Fig. 1: M4 wires
(2 px per um) Supply wires on this layer in gray.
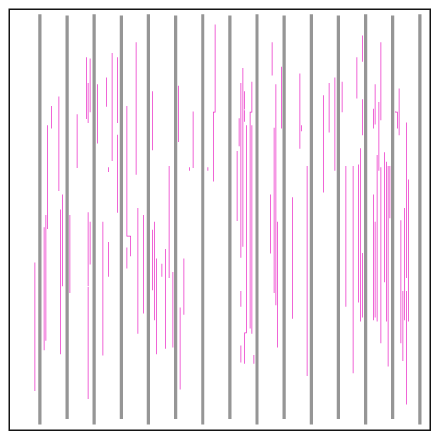
Fig. 2: routed metal, one color a layer
(2 px per um) Only two layers are drawn.
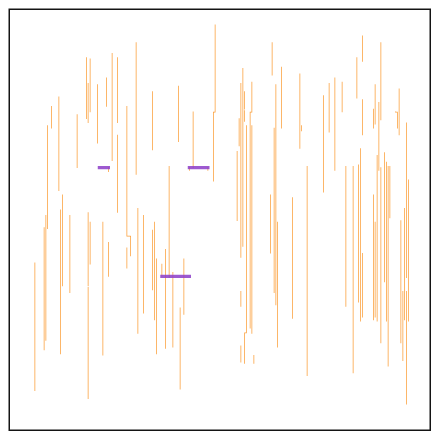
### config.mk
export PLATFORM = sky130hd
export DESIGN_NAME = muldiv_unit
export DESIGN_NICKNAME = d
export VERILOG_FILES = /design/src/rtl/muldiv_unit.sv
export SDC_FILE = /design/constraint.sdc
export NUM_CORES = 1
export LEC_CHECK = 0
export ABC_AREA = 1
export CAP_MARGIN = 20
export CORE_UTILIZATION = 44
export CTS_CLUSTER_SIZE = 40
export DETAILED_ROUTE_END_ITERATION = 8
export SYNTH_ARGS = -nofsm -noshare
export SYNTH_HDL_FRONTEND = slang
export SYNTH_SLANG_ARGS = --single-unit
### constraint.sdc
create_clock -name clk -period 3.75 [get_ports clk]
set_clock_uncertainty 0.2 [all_clocks]
set_input_delay 0.375 -clock clk [delete_from_list [all_inputs] [get_ports clk]]
set_output_delay 0.375 -clock clk [all_outputs]
set_load 0.01 [all_outputs]
### src/rtl/muldiv_unit.sv
// muldiv_unit: iterative RV32M multiply/divide execution unit.
//
// Accepts one operation in IDLE and returns a sign-corrected result with
// its destination tag on a one-cycle done pulse.
// - Multiply: radix-2 shift-add, one bit per cycle.
// - Divide: restoring division, one quotient bit per cycle.
// - Divide by zero and signed overflow are resolved at capture and skip
//   the iteration.
//
// Ports:
//   clk, reset       clock; asynchronous active-high reset
//   start, op        request and RV32M funct3 (sampled only in IDLE)
//   rs1_val, rs2_val operands A (dividend/multiplicand), B (divisor/multiplier)
//   rd_in            destination tag, captured with the operands
//   kill             flush: aborts an in-flight operation, no done
//   busy             high while an accepted operation is in flight
//   done             one-cycle result-valid pulse
//   result, rd_out   final value and tag, held until the next done
//
// Build option: define MULDIV_FAST_MUL_EN to compute multiplies in a single
// cycle with a combinational multiplier at capture. Divide is unchanged.
module muldiv_unit #(
  parameter int XLEN = 32
) (
  input  logic            clk,
  input  logic            reset,
  input  logic            start,
  input  logic [2:0]      op,
  input  logic [XLEN-1:0] rs1_val,
  input  logic [XLEN-1:0] rs2_val,
  input  logic [4:0]      rd_in,
  input  logic            kill,
  output logic            busy,
  output logic            done,
  output logic [XLEN-1:0] result,
  output logic [4:0]      rd_out
);

  localparam int CW = $clog2(XLEN);
  localparam logic [CW-1:0]   CNT_LAST = CW'(XLEN - 1);
  localparam logic [XLEN-1:0] SMIN     = {1'b1, {(XLEN-1){1'b0}}};

  typedef enum logic [1:0] {IDLE = 2'd0, CALC = 2'd1, FIN = 2'd2} state_t;

  state_t          state_q, state_d;
  logic [CW-1:0]   cnt_q, cnt_d;
  logic [XLEN-1:0] result_q;
  logic [4:0]      rd_q;

  // Datapath registers: a_q holds the multiplicand or the divisor.
  // {hi_q, lo_q} is the product accumulator or the remainder/quotient pair.
  logic [XLEN-1:0] a_q, hi_q, lo_q, hi_d, lo_d;
  logic [2:0]      op_q;
  logic [4:0]      tag_q;
  logic            qneg_q, rneg_q, direct_q;

  logic            accept, commit;
  logic            is_div, a_sgn, b_sgn, a_neg, b_neg;
  logic [XLEN-1:0] a_mag, b_mag;
  logic            div_zero, div_ovf, direct;
  logic [XLEN-1:0] direct_val;
  logic [XLEN:0]   mul_sum;
  logic [XLEN:0]   div_shift;
  logic [XLEN-1:0] div_diff;
  logic            div_ge;
  logic [2*XLEN-1:0] prod_s;
  logic [XLEN-1:0] quo_s, rem_s, fin_val;

  // Operand signedness and magnitudes. MULHSU treats only rs1 as signed.
  always_comb begin
    is_div   = op[2];
    a_sgn    = is_div ? ~op[0] : (op[1:0] == 2'b01 || op[1:0] == 2'b10);
    b_sgn    = is_div ? ~op[0] : (op[1:0] == 2'b01);
    a_neg    = a_sgn & rs1_val[XLEN-1];
    b_neg    = b_sgn & rs2_val[XLEN-1];
    a_mag    = a_neg ? -rs1_val : rs1_val;
    b_mag    = b_neg ? -rs2_val : rs2_val;
    div_zero = is_div & (rs2_val == '0);
    div_ovf  = is_div & ~op[0] & (rs1_val == SMIN) & (rs2_val == '1);
  end

`ifdef MULDIV_FAST_MUL_EN
  logic [2*XLEN-1:0] fa, fb, fprod;
  always_comb begin
    fa    = {{XLEN{a_neg}}, rs1_val};
    fb    = {{XLEN{b_neg}}, rs2_val};
    fprod = fa * fb;
    direct = div_zero | div_ovf | ~is_div;
    if (!is_div)
      direct_val = (op[1:0] == 2'b00) ? fprod[XLEN-1:0] : fprod[2*XLEN-1:XLEN];
    else if (div_zero)
      direct_val = op[1] ? rs1_val : '1;
    else
      direct_val = op[1] ? '0 : SMIN;
  end
`else
  always_comb begin
    direct = div_zero | div_ovf;
    if (div_zero)
      direct_val = op[1] ? rs1_val : '1;
    else
      direct_val = op[1] ? '0 : SMIN;
  end
`endif

  // One iteration step: add-and-shift for multiply, shift-and-trial-subtract
  // for divide. The modular XLEN-bit difference is exact whenever div_ge holds.
  always_comb begin
    mul_sum   = {1'b0, hi_q} + (lo_q[0] ? {1'b0, a_q} : '0);
    div_shift = {hi_q, lo_q[XLEN-1]};
    div_ge    = (div_shift >= {1'b0, a_q});
    div_diff  = div_shift[XLEN-1:0] - a_q;
    if (op_q[2]) begin
      hi_d = div_ge ? div_diff : div_shift[XLEN-1:0];
      lo_d = {lo_q[XLEN-2:0], div_ge};
    end else begin
      {hi_d, lo_d} = {mul_sum, lo_q[XLEN-1:1]};
    end
  end

  // Sign correction, evaluated while in FIN.
  always_comb begin
    prod_s = qneg_q ? -{hi_q, lo_q} : {hi_q, lo_q};
    quo_s  = qneg_q ? -lo_q : lo_q;
    rem_s  = rneg_q ? -hi_q : hi_q;
    if (direct_q)
      fin_val = lo_q;
    else if (!op_q[2])
      fin_val = (op_q[1:0] == 2'b00) ? prod_s[XLEN-1:0] : prod_s[2*XLEN-1:XLEN];
    else
      fin_val = op_q[1] ? rem_s : quo_s;
  end

  always_comb begin
    state_d = state_q;
    cnt_d   = cnt_q;
    accept  = 1'b0;
    commit  = 1'b0;
    case (state_q)
      IDLE: begin
        if (start && !kill) begin
          accept  = 1'b1;
          cnt_d   = CNT_LAST;
          state_d = direct ? FIN : CALC;
        end
      end
      CALC: begin
        if (kill)
          state_d = IDLE;
        else if (cnt_q == '0)
          state_d = FIN;
        else
          cnt_d = cnt_q - CW'(1);
      end
      FIN: begin
        state_d = IDLE;
        commit  = ~kill;
      end
      default: state_d = IDLE;
    endcase
  end

  // Outputs: the new result is visible during the done cycle and is latched
  // at its closing edge; a kill in FIN suppresses both.
  always_comb begin
    busy   = (state_q != IDLE);
    done   = (state_q == FIN) & ~kill;
    result = done ? fin_val : result_q;
    rd_out = done ? tag_q : rd_q;
  end

  always_ff @(posedge clk or posedge reset) begin
    if (reset) begin
      state_q  <= IDLE;
      cnt_q    <= '0;
      result_q <= '0;
      rd_q     <= '0;
    end else begin
      state_q <= state_d;
      cnt_q   <= cnt_d;
      if (commit) begin
        result_q <= fin_val;
        rd_q     <= tag_q;
      end
    end
  end

  always_ff @(posedge clk) begin
    if (accept) begin
      op_q     <= op;
      tag_q    <= rd_in;
      qneg_q   <= a_neg ^ b_neg;
      rneg_q   <= a_neg;
      direct_q <= direct;
      a_q      <= is_div ? b_mag : a_mag;
      hi_q     <= '0;
      lo_q     <= direct ? direct_val : (is_div ? a_mag : b_mag);
    end else if (state_q == CALC) begin
      hi_q <= hi_d;
      lo_q <= lo_d;
    end
  end

endmodule

==> COMMIT_EDITMSG <==
Update PnR metrics after Yosys + OpenROAD run

- First-pass GRT wire length: 128200 um
- Switching power summed over all nets: 7.160 mW
- The final timing report counts setup violations totalling 1.
* CTS Buffer Depth: 2
- The commonest register cell is edfxtp_1.
- IR Drop Worst-Case VDD: 0.3442 mV
- PnR worst setup slack: -0.05243 ns
- The repair_antennas step left the layout with diodes totalling 0.
* Ports: 115
- Yosys top cell by area: nand2_1
- STA classifies the critical path startpoint as a flip-flop.
- Timing would allow up to 0.2630 GHz.
- The final reports fail on negative setup slack.
* First element of the critical path: lo_q[4]
- Clock tree synthesis inserted a total of 17 buffers.
- Die area: 43980 um^2
- Once iteration 0 of detailed routing completed, the report listed 2644 DRC markers.
- Share of synthesized registers carrying an async set or reset: 29.14%
* Worst-path cell with the longest stage delay: clkdlybuf4s50_1
- Chain of cells forming the critical path: inv_1 > nand2_1 > nor2_1 > nand3_2 > nor2_4 > nand3_1 > nand2_2 > nand2_1 > nand2_1 > nand3_1 > nand2_1 > nand2_1 > nand2_1 > nand2_1 > nand2_1 > clkdlybuf4s50_1
* Cell count listed in synth_stat.txt: 3399
* Largest incremental delay on the critical path: 0.54 ns
- Number of synthesized flops with an enable pin: 75
- The flow ran to the end, but the final reports show violations.
* Antenna violations before repair: 3
- The worst path in the final design needs a cycle of 3.802 ns, including I/O delays and setup.
* Class of the most critical hold timing path: in -> async
- Power dissipated in sequential cells: 2.96 mW
- Fraction of power consumed by combinational cells: 64.1%
About Fig. 1:
main direction: vertical
wire length on this layer: 4430 um
nets with wire on the layer: 84
share of all routed wire: 5.2%
longest straight run: 110 um
via count: 23.24k
total wirelength of the detailed-routed design: 85440 um

About Fig. 2:
| layer | color | wire length |
|---|---|---|
| met5 | purple | 27.6 um |
| met4 | orange | 4430 um |
wire per inst: 20.90 um
global-route total usage across every layer: 38.74%

-- kinds of logic (layout without fill, tap and decap cells) --
family          after synthesis  count (layout)  share of synthesized area [%]
simple gates               2001            2001                          43.81
flops                       151             151                          21.04
buf+inv                     606             757                          12.31
xor+xnor                     87              87                          4.014
fa+ha+maj                    74              74                          4.957
compound gates              479             479                          13.82
mux                           1               1                        0.05273
-- cells in the final DEF, fill, tap and decap left out, drive strengths merged, types with 18 or more instances in the layout --
cell type,netlist,routed
inv,483,492
clkbuf,88,18
buf,33,127
nor2,433,433
edfxtp,75,75
clkdlybuf4s50,0,99
nand3,300,300
a211oi,22,22
nand2,1137,1137
nand4,55,55
dfrtp,44,44
a21oi,174,174
dfxtp,32,32
nor3,38,38
xor2,78,78
o21ai,225,225
ha,72,72
-- registers in the layout (all words and copies together) (netlist names) --
name,count
tag_q,5
hi_q,32
cnt_q,5
rd_q,5
direct_q,1
a_q,32
qneg_q,1
rneg_q,1
lo_q,32
result_q,32
op_q,3
state_q,2
-- worst max-delay path, delay by kind of cell, from the launching register on --
family        cells  cell delay (ns)
flops             1             0.44
buf+inv           2             0.72
simple gates     14             1.59
-- per-layer routing --
metal / wire (um) / GRT usage, % / vias to the layer above
met4: 4429 / 18.73 / 6
met5: 27 / 0 / -
met2: 37320 / 61.00 / 1154
li1: - / - / 11140
met3: 8584 / 9.143 / 213
met1: 35080 / 49.76 / 10720
-- final cells by class --
type / count / area [um^2]
Fill cell: 4487 / 19910
Multi-Input combinational cell: 2642 / 12990
Clock buffer: 18 / 429.2
Timing Repair Buffer: 240 / 2238
Inverter: 485 / 1824
Tap cell: 539 / 674.4
Sequential cell: 151 / 4009
Clock inverter: 14 / 153.9
-- metrics by stage --
step	area, um^2	util, %	cells	hold WS [ns]	TNS (ns)
CTS	21810	51.65	4060	0.2497	-0.01029
finish	22320	52.86	4089	0.2336	-0.05243
global route	22320	52.86	4089	0.2641	-0.9804
detailed placement	21090	49.95	4027	0.2595	0
floorplan	18980	-	3399	0.2739	0
global placement	21090	49.95	4027	0.2527	0
-- final timing paths --
kind | to | slack, ns | depth (start not counted)
hold reg to reg | rd_q[2] | 0.27 | 2
max in group asynchronous | result_q[22] | 2.50 | 2
setup reg to reg | hi_q[28] | 0.51 | 17
hold / removal | result_q[5] | 0.23 | 2
min in group clk | tag_q[1] | 0.26 | 1
setup / recovery | result[26] | -0.05 | 16
-- cells in the mapped netlist, types with 3 or more instances --
cell type  number
dfrtp_1        44
o21bai_1       15
nand2_2         6
buf_6           4
dfxtp_1        32
a31oi_1        14
nand3b_1       15
a21oi_2        11
inv_1         468
nand2_1      1130
edfxtp_1       75
nor2_1        419
nor3_2          4
xnor2_1         9
o31ai_1         4
o21ai_0       200
o21ai_1        25
ha_1           72
inv_2          15
nor2_2          9
nor3_1         33
clkbuf_1       88
a21oi_1       163
buf_4           4
nor4_1         12
a211oi_1       22
xor2_1         78
nor2_4          5
buf_2          14
nand3_1       297
buf_1          11
o211ai_1       15
or2_2           8
o21a_1          4
nand4_1        55
nand3_2         3
-- timing repair --
item | 4_1_cts | 5_1_grt
resized | 44 | 97
pin swaps | 3 | 13
buffers inserted | 1 | 29
setup endpoints to repair | 27 | 32
Power and IR drop assume default switching activity.
